run_1/cell_classes.png
The bar under the picture is 20 µm long. Fill, decap, tap and diode cells in grey.
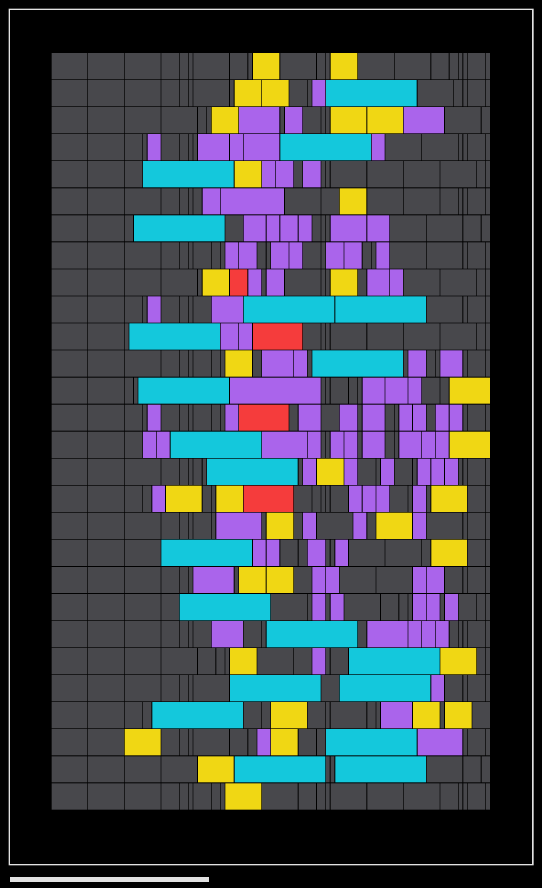
run_1/pdn.png
Pins as bars on the die edge.
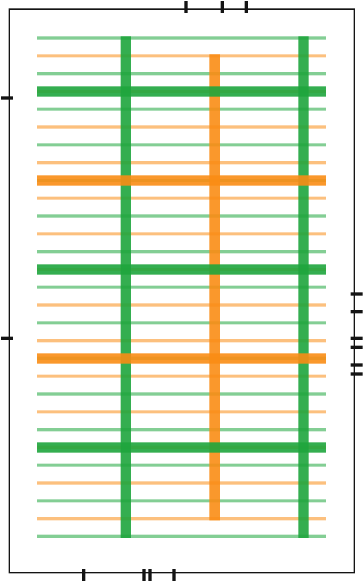
run_1/registers.png
Other sequential cells in the stronger grey, the rest of the logic in the fainter grey.
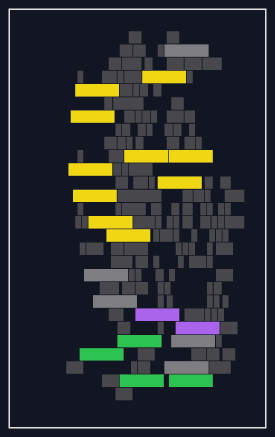
===== config.mk =====
export PLATFORM = sky130hd
export DESIGN_NAME = prescaler_mc
export DESIGN_NICKNAME = d
export VERILOG_FILES = /design/src/rtl/prescaler_pkg.sv /design/src/rtl/ext_clk_sync.sv /design/src/rtl/prescaler_mc.sv
export SDC_FILE = /design/constraint.sdc
export NUM_CORES = 1
export LEC_CHECK = 0
export ABC_AREA = 1
export CORE_ASPECT_RATIO = 1.75
export CORE_MARGIN = 4
export CORE_UTILIZATION = 30
export CTS_CLUSTER_DIAMETER = 200
export DETAILED_ROUTE_END_ITERATION = 7
export SYNTH_ARGS = -nofsm -noshare
export SYNTH_HDL_FRONTEND = slang
export SYNTH_SLANG_ARGS = --single-unit
export TNS_END_PERCENT = 50

===== constraint.sdc =====
create_clock -name clk -period 1.4 [get_ports clk]
set_input_delay 0.21 -clock clk [delete_from_list [all_inputs] [get_ports clk]]
set_output_delay 0.21 -clock clk [all_outputs]
set_load 0.03 [all_outputs]

===== src/rtl/prescaler_pkg.sv =====
// prescaler_pkg: clock-select encodings and default taps shared by the prescaler.
package prescaler_pkg;
    localparam logic [2:0] CS_STOP     = 3'b000;
    localparam logic [2:0] CS_DIV1     = 3'b001;
    localparam logic [2:0] CS_DIV8     = 3'b010;
    localparam logic [2:0] CS_DIV64    = 3'b011;
    localparam logic [2:0] CS_DIV256   = 3'b100;
    localparam logic [2:0] CS_DIV1024  = 3'b101;
    localparam logic [2:0] CS_EXT_FALL = 3'b110;
    localparam logic [2:0] CS_EXT_RISE = 3'b111;

    localparam int DEF_TAP1        = 3;
    localparam int DEF_TAP2        = 6;
    localparam int DEF_TAP3        = 8;
    localparam int DEF_TAP4        = 10;
    localparam int DEF_SYNC_STAGES = 2;
endpackage


===== src/rtl/ext_clk_sync.sv =====
// ext_clk_sync: synchronises one external timer pin and emits one-cycle edge pulses,
// gated off until the chain has been flushed after reset.
module ext_clk_sync
    import prescaler_pkg::*;
#(
    parameter int SYNC_STAGES = DEF_SYNC_STAGES
)(
    input  logic clk,
    input  logic reset,
    input  logic i_pin,
    output logic o_rise,
    output logic o_fall
);
    localparam int PW = $clog2(SYNC_STAGES + 2);
    localparam logic [PW-1:0] PRIME_MAX = PW'(SYNC_STAGES + 1);

    logic [SYNC_STAGES-1:0] r_sync;
    logic                   r_prev;
    logic [PW-1:0]          r_prime;
    logic                   w_primed;
    logic                   w_pin;

    assign w_pin    = r_sync[SYNC_STAGES-1];
    assign w_primed = (r_prime == PRIME_MAX);
    assign o_rise   = w_primed & w_pin & ~r_prev;
    assign o_fall   = w_primed & ~w_pin & r_prev;

    always_ff @(posedge clk or posedge reset) begin
        if (reset) begin
            r_sync  <= '0;
            r_prev  <= 1'b0;
            r_prime <= '0;
        end else begin
            r_sync  <= {r_sync[SYNC_STAGES-2:0], i_pin};
            r_prev  <= w_pin;
            r_prime <= w_primed ? r_prime : r_prime + 1'b1;
        end
    end
endmodule


===== src/rtl/prescaler_mc.sv =====
// prescaler_mc: one shared prescale counter feeding NUM_CH clock-enables, each with
// its own clock select, plus external-pin clocking, prescaler reset and sync hold.
module prescaler_mc
    import prescaler_pkg::*;
#(
    parameter int NUM_CH      = 2,
    parameter int TAP1        = DEF_TAP1,
    parameter int TAP2        = DEF_TAP2,
    parameter int TAP3        = DEF_TAP3,
    parameter int TAP4        = DEF_TAP4,
    parameter int SYNC_STAGES = DEF_SYNC_STAGES
)(
    input  logic                clk,
    input  logic                reset,
    input  logic [3*NUM_CH-1:0] cs,
    input  logic [NUM_CH-1:0]   t_pin,
    input  logic                psr,
    input  logic                tsm,
    output logic [NUM_CH-1:0]   clk_en,
    output logic                psr_busy
);
    logic [TAP4-1:0] r_cnt;
    logic            r_hold;
    logic [3:0]      w_div;

    assign psr_busy = r_hold | psr;
    // terminal counts for /8, /64, /256, /1024, silenced while the prescaler is held
    assign w_div = {&r_cnt[TAP4-1:0], &r_cnt[TAP3-1:0], &r_cnt[TAP2-1:0], &r_cnt[TAP1-1:0]}
                 & {4{~psr_busy}};

    always_ff @(posedge clk or posedge reset) begin
        if (reset) begin
            r_cnt  <= '0;
            r_hold <= 1'b0;
        end else begin
            r_cnt  <= psr_busy ? '0 : r_cnt + 1'b1;
            r_hold <= tsm & (r_hold | psr);
        end
    end

    for (genvar g = 0; g < NUM_CH; g++) begin : g_ch
        logic [2:0] w_cs;
        logic       w_rise;
        logic       w_fall;

        assign w_cs = cs[3*g +: 3];

        ext_clk_sync #(.SYNC_STAGES(SYNC_STAGES)) u_sync (
            .clk    (clk),
            .reset  (reset),
            .i_pin  (t_pin[g]),
            .o_rise (w_rise),
            .o_fall (w_fall)
        );

        assign clk_en[g] = (w_cs == CS_DIV1)
                         | ((w_cs == CS_DIV8)     & w_div[0])
                         | ((w_cs == CS_DIV64)    & w_div[1])
                         | ((w_cs == CS_DIV256)   & w_div[2])
                         | ((w_cs == CS_DIV1024)  & w_div[3])
                         | ((w_cs == CS_EXT_FALL) & w_fall)
                         | ((w_cs == CS_EXT_RISE) & w_rise);
    end
endmodule

==> impl_metrics.toml, run 1 <==
# flow metrics
[synthesis]
ys_cells = 122
syn_nets = 138
synthTopCellsByArea = "dfrtp_1, nand2_1, inv_1"
top_area_cell = "dfrtp_1"
synthArstFlopShare_pct = 100.0
yosys_most_used_dff = "dfrtp_1"
synthCells = 122

[global_routing]
gr-usage-met3_pct = 2.087
grt_pass1_wl_um = 3801

[clocking]
postCtsResizedCells = 2
cts_setup_buffers = 0
htree_levels = 1
clock_path_buffers = 2
cts_sinks = 21

[floorplanning]
floorplan.core_util_pct = 30.92
die_area_mm2 = 0.004509

[critical_path]
rr_startpoint = "r_cnt[1]"
path_cells = "ha_4 > nand3_4 > nor2_4 > nand3_2 > nor2_2 > nand4_1 > nand2_2 > buf_6"
crit_path_start = "r_cnt[1]"
critPathRequiredTime_ns = 1.19
critPathTopFamily = "simple AND/OR/NAND/NOR gates"
reg2reg_to = "r_cnt[8]"

[final_timing]
hold_viol_final = 0
maxSlewViolCount = 0
setup_viol = 3
rsz0062_at_grt = "yes"
fin_tns_setup_ns = -0.9461
fin_ws_ns = -0.4339
holdWs_ns = 0.2828
slew_headroom_pct = 82.59

[place]
post-place-ws_ns = -0.2952

[cells_and_area]
seq_cells = 21
regMostFlops = "r_cnt"
layout.cells.non_filler = 203
areaGrowthSynthToFinish_pct = 39.95
lay_top_count = "nand2_1"
nonClkBufAreaFrac_pct = 18.92

[drt]
drtPass1Iterations = 4
wl_per_cell_um = 10.68
vias_per_cell = 4.429
met2_length_um = 1263

[outcome]
violations = "setup timing"
status = "finished with violations"

[hold_path]
hold_path_class = "input pin to async pin"

[power]
switching_power_mw = 0.2805
About cell_classes.png:
| colour | class | cells | share of their area |
|---|---|---|---|
| purple | all other logic | 101 | 39% |
| yellow | other buffers and delay cells | 32 | 20% |
| red | clock drivers and dummy loads | 4 | 3.3% |
| cyan | flip-flops | 21 | 38% |
Design Area, Final: 0.001455 mm²
Row Count: 28
final core utilization: 43.27%

About pdn.png:
| colour | net |
|---|---|
| green | VSS |
| orange | VDD |
signal pins: 15
met5 straps: 5
met1 rails: 29
met4 straps: 3
die width: 52.50 µm
maximum vdd drop: 0.4042 mV
Die Ht: 85.88 µm

About registers.png:
| colour | netlist name | sequential cells |
|---|---|---|
| green | `g_ch.u_sync.r_sync` | 4 |
| yellow | `r_cnt` | 10 |
| purple | `g_ch.u_sync.r_prev` | 2 |
register area: 525.5 µm²
flop share of the area: 36.11%
Seq group: 0.632 mW

-- run 1: worst min-delay path, stage by stage --
cell	delay, ns
clkdlybuf4s50_1	0.40
inv_1	0.05
buf_4	0.26
-- run 1: logic make-up (layout without fill, tap and decap cells) --
logic type      after synthesis  count (layout)  share of synthesized area, %
simple gates                 66              66                         28.88
xor+xnor                      5               5                         4.213
buf+inv                      18              54                         6.498
fa+ha+maj                     4               4                         4.814
flops                        21              21                         50.54
mux                           2               2                         2.166
compound gates                6               6                         2.888
-- run 1: power groups by stage --
stage	registers (mW)	logic [mW]	clock network, mW
6_report	0.632	0.159	0.385
5_1_grt	0.635	0.178	0.419
4_1_cts	0.630	0.151	0.400
3_5_place_dp	0.642	0.147	0
3_3_place_gp	0.641	0.142	0
2_1_floorplan	0.641	0.0702	0
run_1/final_clocks.png
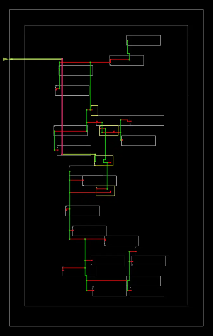

==> run 2, diff against run 1 <==
CTS_CLUSTER_SIZE = 12   (was not set)
SKIP_CTS_REPAIR_TIMING = 1   (was not set)
SLEW_MARGIN = 30   (was not set)
run_2/final_clocks.png
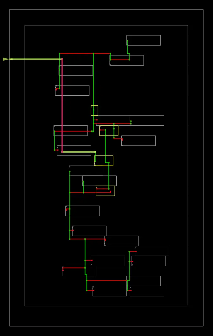
CTS Buf Count: 3
worst skew pair latency: 0.25 ns

==> run 2 against run 1 <==
Effect of this change:
- the flow still finishes with violations (setup timing)
- combinational power hardly changed
- final cell count stayed put
- maximum frequency is 0.12% lower
- worst setup slack worse by 0.0023 ns
- sequential cell count stayed put
- first-iteration DRC count is 67% lower
- via count is 0.67% higher
- highest routed layer unchanged
==> impl_metrics.toml, run 2 <==
# flow metrics
[clocking]
clock_path_buffers = 2
htree_levels = 1
cts_sinks = 21

[global_routing]
grt_pass1_wl_um = 3732

[synthesis]
synth-simple-area-share_pct = 28.88
synthCells = 122
syn_nets = 138
ys_sh_xor_pct = 4.212
compound_area_share_pct = 2.888
synthTopCellsByArea = "dfrtp_1, nand2_1, inv_1"

[drt]
wl_per_cell_um = 10.62
met2_length_um = 1259

[outcome]
status = "finished with violations"
violations = "setup timing"

[critical_path]
path_cells = "ha_4 > nand3_4 > nor2_4 > nand3_2 > nor2_2 > nand4_1 > nand2_2 > buf_6"
rr_startpoint = "r_cnt[1]"
critPathRequiredTime_ns = 1.19

[power]
clk-power_mw = 0.388
switching_power_mw = 0.2836
pg_comb_mw = 0.160

[floorplanning]
die-width_um = 52.50

[cells_and_area]
areaGrowthSynthToFinish_pct = 40.55

[final_timing]
fin_ws_ns = -0.4362
setup_viol = 3
## run 2: layout make-up
| class | instances | area (µm²) |
|---|---|---|
| timing repair buffer | 32 | 275.3 |
| multi-input combinational | 83 | 490.5 |
| clock buffer | 3 | 41.29 |
| clock inverter | 1 | 5.005 |
| fill | 352 | 1902 |
| tap | 45 | 56.30 |
| sequential | 21 | 525.5 |
| inverter | 18 | 67.56 |
## run 2: stage by stage
stage	cells	power, mW	hold WS [ns]
2_1_floorplan	122	0.7117	0.1865
3_3_place_gp	194	0.7830	0.3353
3_5_place_dp	194	0.7889	0.3363
4_1_cts	198	1.178	0.2882
5_1_grt	203	1.234	0.3261
6_report	203	1.181	0.2825
## run 2: per-layer routing
layer	up-vias	GRT usage (%)
met5	-	0
met4	0	4.186
met3	2	2.087
met2	10	20.25
met1	433	10.95
li1	460	-
Power is estimated from default activity; no workload was simulated.
